Figure 1. Signal wires on met4.
Drawn at 4 px/um. Supply wires on this layer in grey.
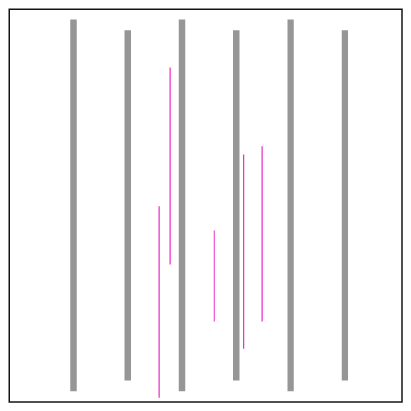
Figure 2. Where the registers sit.
Drawn at 4 px/um. Other sequential cells in the stronger grey, the rest of the logic in the fainter grey.
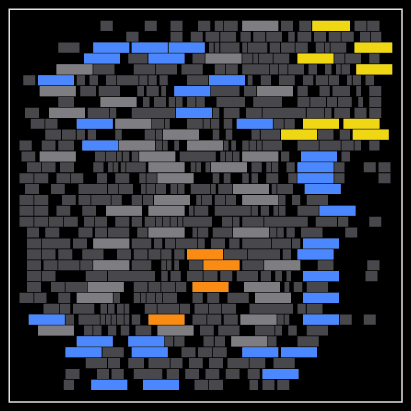
Figure 3. Routing congestion map.
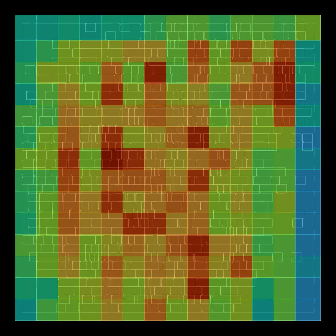
Figure 4. Routed metal, one colour a layer.
Drawn at 4 px/um. Only two layers are drawn.
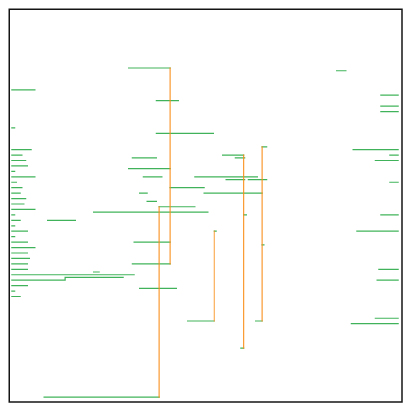
Figure 5. Met1 routing.
Drawn at 6 px/um. Supply wires on this layer in grey.
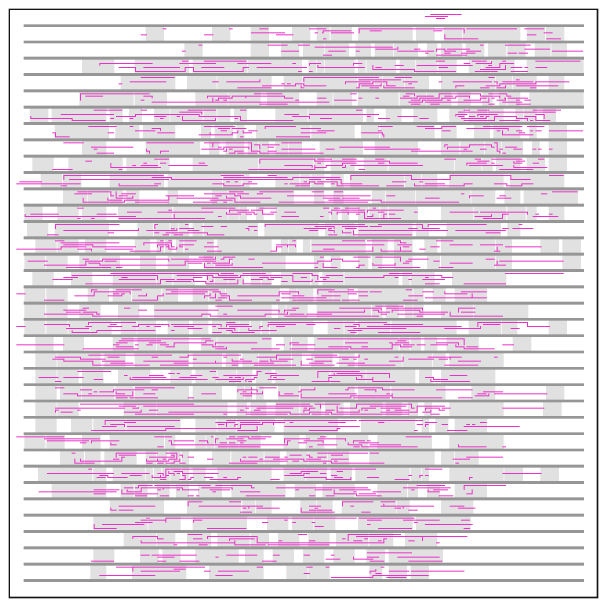
===== src/rtl/load_ext_pipe_pkg.sv =====
// Shared load-mode and lane-size encodings plus the mode/offset decoder
// used by the load_ext_pipe MEM->WB load aligner.
package load_ext_pipe_pkg;

    localparam logic [2:0] MODE_FULL = 3'd0;
    localparam logic [2:0] MODE_LBU  = 3'd1;
    localparam logic [2:0] MODE_LB   = 3'd2;
    localparam logic [2:0] MODE_LHU  = 3'd3;
    localparam logic [2:0] MODE_LH   = 3'd4;
    localparam logic [2:0] MODE_LWU  = 3'd5;
    localparam logic [2:0] MODE_LW   = 3'd6;
    localparam logic [2:0] MODE_RSVD = 3'd7;

    typedef enum logic [1:0] {
        SZ_B = 2'd0,
        SZ_H = 2'd1,
        SZ_W = 2'd2,
        SZ_D = 2'd3
    } lane_sz_e;

    typedef struct packed {
        lane_sz_e sz;
        logic     sgn;
        logic     exc;
    } lane_ctl_t;

    // off is the byte offset zero-extended to 3 bits; wide selects the 64-bit datapath.
    function automatic lane_ctl_t decode_load(input logic [2:0] mode, input logic [2:0] off,
                                              input logic wide);
        lane_ctl_t ctl;
        ctl.sz  = SZ_B;
        ctl.sgn = 1'b0;
        ctl.exc = 1'b0;
        case (mode)
            MODE_FULL: begin
                ctl.sz  = wide ? SZ_D : SZ_W;
                ctl.exc = (off != 3'd0);
            end
            MODE_LBU: ctl.sz = SZ_B;
            MODE_LB: begin
                ctl.sz  = SZ_B;
                ctl.sgn = 1'b1;
            end
            MODE_LHU: begin
                ctl.sz  = SZ_H;
                ctl.exc = off[0];
            end
            MODE_LH: begin
                ctl.sz  = SZ_H;
                ctl.sgn = 1'b1;
                ctl.exc = off[0];
            end
            MODE_LWU: begin
                ctl.sz  = SZ_W;
                ctl.exc = !wide || (off[1:0] != 2'd0);
            end
            MODE_LW: begin
                ctl.sz  = SZ_W;
                ctl.sgn = 1'b1;
                ctl.exc = !wide || (off[1:0] != 2'd0);
            end
            default: ctl.exc = 1'b1;
        endcase
        return ctl;
    endfunction

endpackage


===== src/rtl/ext_n.sv =====
// Combinational width extender: keeps the low byte/half/word/full lane of a
// right-justified value and zero- or sign-fills the rest up to W bits.
module ext_n
    import load_ext_pipe_pkg::*;
#(
    parameter int unsigned W = 32
) (
    input  logic [W-1:0] lane,
    input  lane_sz_e     sz,
    input  logic         sgn,
    output logic [W-1:0] ext
);

    logic [W-1:0] keep;
    logic         msb;

    always_comb begin
        keep = '1;
        msb  = lane[W-1];
        case (sz)
            SZ_B: begin
                keep = W'(8'hFF);
                msb  = lane[7];
            end
            SZ_H: begin
                keep = W'(16'hFFFF);
                msb  = lane[15];
            end
            SZ_W: begin
                keep = W'(32'hFFFF_FFFF);
                msb  = lane[31];
            end
            default: begin
                keep = '1;
                msb  = lane[W-1];
            end
        endcase
        ext = (lane & keep) | ({W{sgn & msb}} & ~keep);
    end

endmodule


===== src/rtl/load_ext_pipe.sv =====
// Two-stage load-data aligner/extender with valid/ready backpressure, flush,
// misalignment/illegal-mode flagging and a saturating exception counter.
module load_ext_pipe
    import load_ext_pipe_pkg::*;
#(
    parameter int unsigned DATA_W = 32,
    parameter int unsigned OFF_W  = 2,
    parameter int unsigned CNT_W  = 8
) (
    input  logic              clk,
    input  logic              reset,
    input  logic              flush,
    input  logic              in_valid,
    output logic              in_ready,
    input  logic [2:0]        mode,
    input  logic [OFF_W-1:0]  addr_lo,
    input  logic [DATA_W-1:0] raw_data,
    output logic              out_valid,
    input  logic              out_ready,
    output logic [DATA_W-1:0] out_data,
    output logic              out_exc,
    output logic [CNT_W-1:0]  err_count
);

    localparam logic WIDE = (DATA_W == 64);

    lane_ctl_t         in_ctl;
    logic [DATA_W-1:0] in_lane;

    logic              s1_valid_q;
    logic [DATA_W-1:0] s1_lane_q;
    lane_ctl_t         s1_ctl_q;
    logic [DATA_W-1:0] s1_ext;

    logic              s2_valid_q;
    logic [DATA_W-1:0] out_data_q;
    logic              out_exc_q;
    logic              s2_load;

    logic [CNT_W-1:0]  err_count_q;
    logic [CNT_W-1:0]  err_count_d;

    assign in_ctl  = decode_load(mode, 3'(addr_lo), WIDE);
    assign in_lane = raw_data >> {addr_lo, 3'b000};

    assign s2_load  = !s2_valid_q || out_ready;
    assign in_ready = !s1_valid_q || s2_load;

    always_ff @(posedge clk or negedge reset) begin
        if (!reset) begin
            s1_valid_q <= 1'b0;
            s1_lane_q  <= '0;
            s1_ctl_q   <= '0;
        end else if (flush) begin
            s1_valid_q <= 1'b0;
        end else if (in_ready) begin
            s1_valid_q <= in_valid;
            if (in_valid) begin
                s1_lane_q <= in_lane;
                s1_ctl_q  <= in_ctl;
            end
        end
    end

    ext_n #(
        .W (DATA_W)
    ) u_ext (
        .lane (s1_lane_q),
        .sz   (s1_ctl_q.sz),
        .sgn  (s1_ctl_q.sgn),
        .ext  (s1_ext)
    );

    // Output registers only move on a real advance so they hold steady under stall.
    always_ff @(posedge clk or negedge reset) begin
        if (!reset) begin
            s2_valid_q <= 1'b0;
            out_data_q <= '0;
            out_exc_q  <= 1'b0;
        end else if (flush) begin
            s2_valid_q <= 1'b0;
        end else if (s2_load) begin
            s2_valid_q <= s1_valid_q;
            if (s1_valid_q) begin
                out_exc_q  <= s1_ctl_q.exc;
                out_data_q <= s1_ctl_q.exc ? '0 : s1_ext;
            end
        end
    end

    always_comb begin
        err_count_d = err_count_q;
        if (s2_valid_q && out_ready && out_exc_q && (err_count_q != '1)) begin
            err_count_d = err_count_q + CNT_W'(1);
        end
    end

    always_ff @(posedge clk or negedge reset) begin
        if (!reset) begin
            err_count_q <= '0;
        end else begin
            err_count_q <= err_count_d;
        end
    end

    assign out_valid = s2_valid_q;
    assign out_data  = out_data_q;
    assign out_exc   = out_exc_q;
    assign err_count = err_count_q;

endmodule


===== config.mk =====
export PLATFORM = sky130hd
export DESIGN_NAME = load_ext_pipe
export DESIGN_NICKNAME = d
export VERILOG_FILES = /design/src/rtl/load_ext_pipe_pkg.sv /design/src/rtl/ext_n.sv /design/src/rtl/load_ext_pipe.sv
export SDC_FILE = /design/constraint.sdc
export NUM_CORES = 1
export LEC_CHECK = 0
export CAP_MARGIN = 10
export CORE_MARGIN = 2
export CORE_UTILIZATION = 49
export CTS_BUF_LIST = sky130_fd_sc_hd__clkbuf_4 sky130_fd_sc_hd__clkbuf_8
export CTS_CLUSTER_DIAMETER = 80
export DETAILED_ROUTE_END_ITERATION = 8
export GPL_TIMING_DRIVEN = 1
export MAX_ROUTING_LAYER = met4
export PLACE_DENSITY = 0.79
export SETUP_SLACK_MARGIN = 0.1
export SYNTH_ARGS = -nofsm -noshare
export SYNTH_HDL_FRONTEND = slang
export SYNTH_HIERARCHICAL = 1
export SYNTH_SLANG_ARGS = --single-unit

===== constraint.sdc =====
create_clock -name clk -period 1.62 [get_ports clk]
set_clock_uncertainty 0.05 [all_clocks]
set_input_delay 0.324 -clock clk [delete_from_list [all_inputs] [get_ports clk]]
set_output_delay 0.324 -clock clk [all_outputs]
set_load 0.005 [all_outputs]

==> metrics.csv <==
stage,metric,value,unit
critical_path,max incr delay on CP,0.40,ns
floorplan,Die Area,9570,um2
critical_path,slowest CP cell,dfrtp_1,
routing,DR pass1 iterations,4,
synth,Yosys top cell area share,0.459,
run_status,failing checks,negative setup slack,
cells_and_area,"non-filler cells, final",618,
sta,Least-Margin Pin Slew,0.541,ns
critical_path,crit path DAT,1.84,ns
sta,Slew Limit Fails,0,
clock_network,Hold Buf Count CTS,1,
cells_and_area,fin nets,548,
floorplan,Floorplan Utilization,0.499,
sta,Final Hold Violation Tally,0,
synth,distinct lib cells,43,
cells_and_area,area grow syn2layout,39.3,%
clock_network,TritonCTS buffer count,9,
synth,"EDFF count, synth",0,
place,placed cell count,581,
run_status,run status,"finished, violations left",
clock_network,clk slew on worst S/H paths,0.09,ns
sta,setup ws final,-0.0335,ns
sta,RSZ-0062 raised after global routing,true,
global_route,first-pass GRT wire length,16.8,mm
synth,ys cells,389,
critical_path,startpoint type of the worst setup path,flop,
cells_and_area,Multi-In Gates,271,
sta,Relative slew margins,0.639,
cells_and_area,Clock buffer cells,10,
power,total power,6.05,mW
global_route,grt ovf,0,
global_route,largest net degree at the start of global routing,42,
cells_and_area,ant diodes,0,
place,pre-CTS WS,-0.467,ns
floorplan,Die X,97.8,um
clock_network,CTS tree,done,
critical_path,worst path bufs/invs,3,
sta,# setup viols final,24,
place,Post-Place Cell Area,5430,um2
synth,ys flop type,dfrtp_1,
place,IO Port Bufs,84,
floorplan,IO Count,85,
critical_path,Most common cell on crit path,buf_6,
cells_and_area,logic area,2210,um2
sta,final worst-path cycle share,1.02,
critical_path,Crit. End Element,flop,
sta,fmax,605,MHz
critical_path,Critical Path RT,1.81,ns
power,Lkg Pwr,2.93,nW
floorplan,Rows,34,
About Figure 1:
main direction: vertical
wire length on this layer: 211 um
nets with wire on the layer: 4
longest straight run: 49.0 um

About Figure 2:
legend:
  s1_ctl_q:
    colour: orange
    flops: 4
  out_data:
    colour: blue
    flops: 32
  err_count:
    colour: yellow
    flops: 8
    where: upper right
not coloured: 35

About Figure 3:
grt peak-use layer: met2
Util after Layout: 0.696

About Figure 4:
legend:
  M3:
    colour: green
    wire_length: 448 um
  M4:
    colour: orange
    wire_length: 211 um
wire length per cell: 17.8 um
GRT Total Usage: 0.224

About Figure 5:
longest straight run: 35.0 um
share of all routed wire: 43%
WL final: 11.0 mm
routed vias: 3406

==> where the power goes <==
group,internal (mW),switching (mW),total [mW]
logic,0.966,0.699,1.67
clock network,1.19,0.751,1.95
registers,2.25,0.187,2.44
==> per-layer routing <==
metal	track usage	wire, um
met4	0.0737	210
met3	0.0315	448
met5	-	0
met2	0.389	5640
met1	0.270	4700
==> placed cells by master (no fill, tap or decap), types with 4 or more instances in the layout <==
master            n
dlygate4sd2_1    43
o21ai_2           5
buf_12            8
o31ai_1           9
clkdlybuf4s50_1  37
nand2_1          37
o21ai_1          22
mux2_1           15
dfrtp_1          77
o21ai_0          24
buf_4            42
clkbuf_8          9
nor2_1            7
mux2i_1          33
mux2_4           36
buf_6             6
nor2b_1          33
o2bb2ai_1         8
bufinv_16         4
==> worst paths after layout <==
check | start | to | slack, ns | cells after the start
min in group asynchronous | reset | out_data[9] | 0.44 | 2
min | flush | s1_valid_q | 0.32 | 2
max in group asynchronous | reset | err_count[4] | 0.52 | 3
max reg2reg | out_valid | out_data[3] | -0.03 | 6
max | out_valid | out_data[3] | -0.03 | 6
min reg2reg | out_data[14] | out_data[14] | 0.44 | 1
==> sequential cells by signal, indices dropped and copies added, names as in the netlist <==
| name | flops |
|---|---|
| out_exc | 1 |
| s1_ctl_q | 4 |
| out_valid | 1 |
| err_count | 8 |
| out_data | 32 |
| s1_lane_q | 32 |
| s1_valid_q | 1 |
==> kinds of logic after synthesis <==
kind of cell    Yosys count  synth area share
simple gates            102             0.129
mux                      89             0.236
flops                    79             0.459
compound gates           75             0.108
buf+inv                  39            0.0580
xor+xnor                  4           0.00813
fa+ha+maj                 1           0.00290
Power and IR drop assume default switching activity.
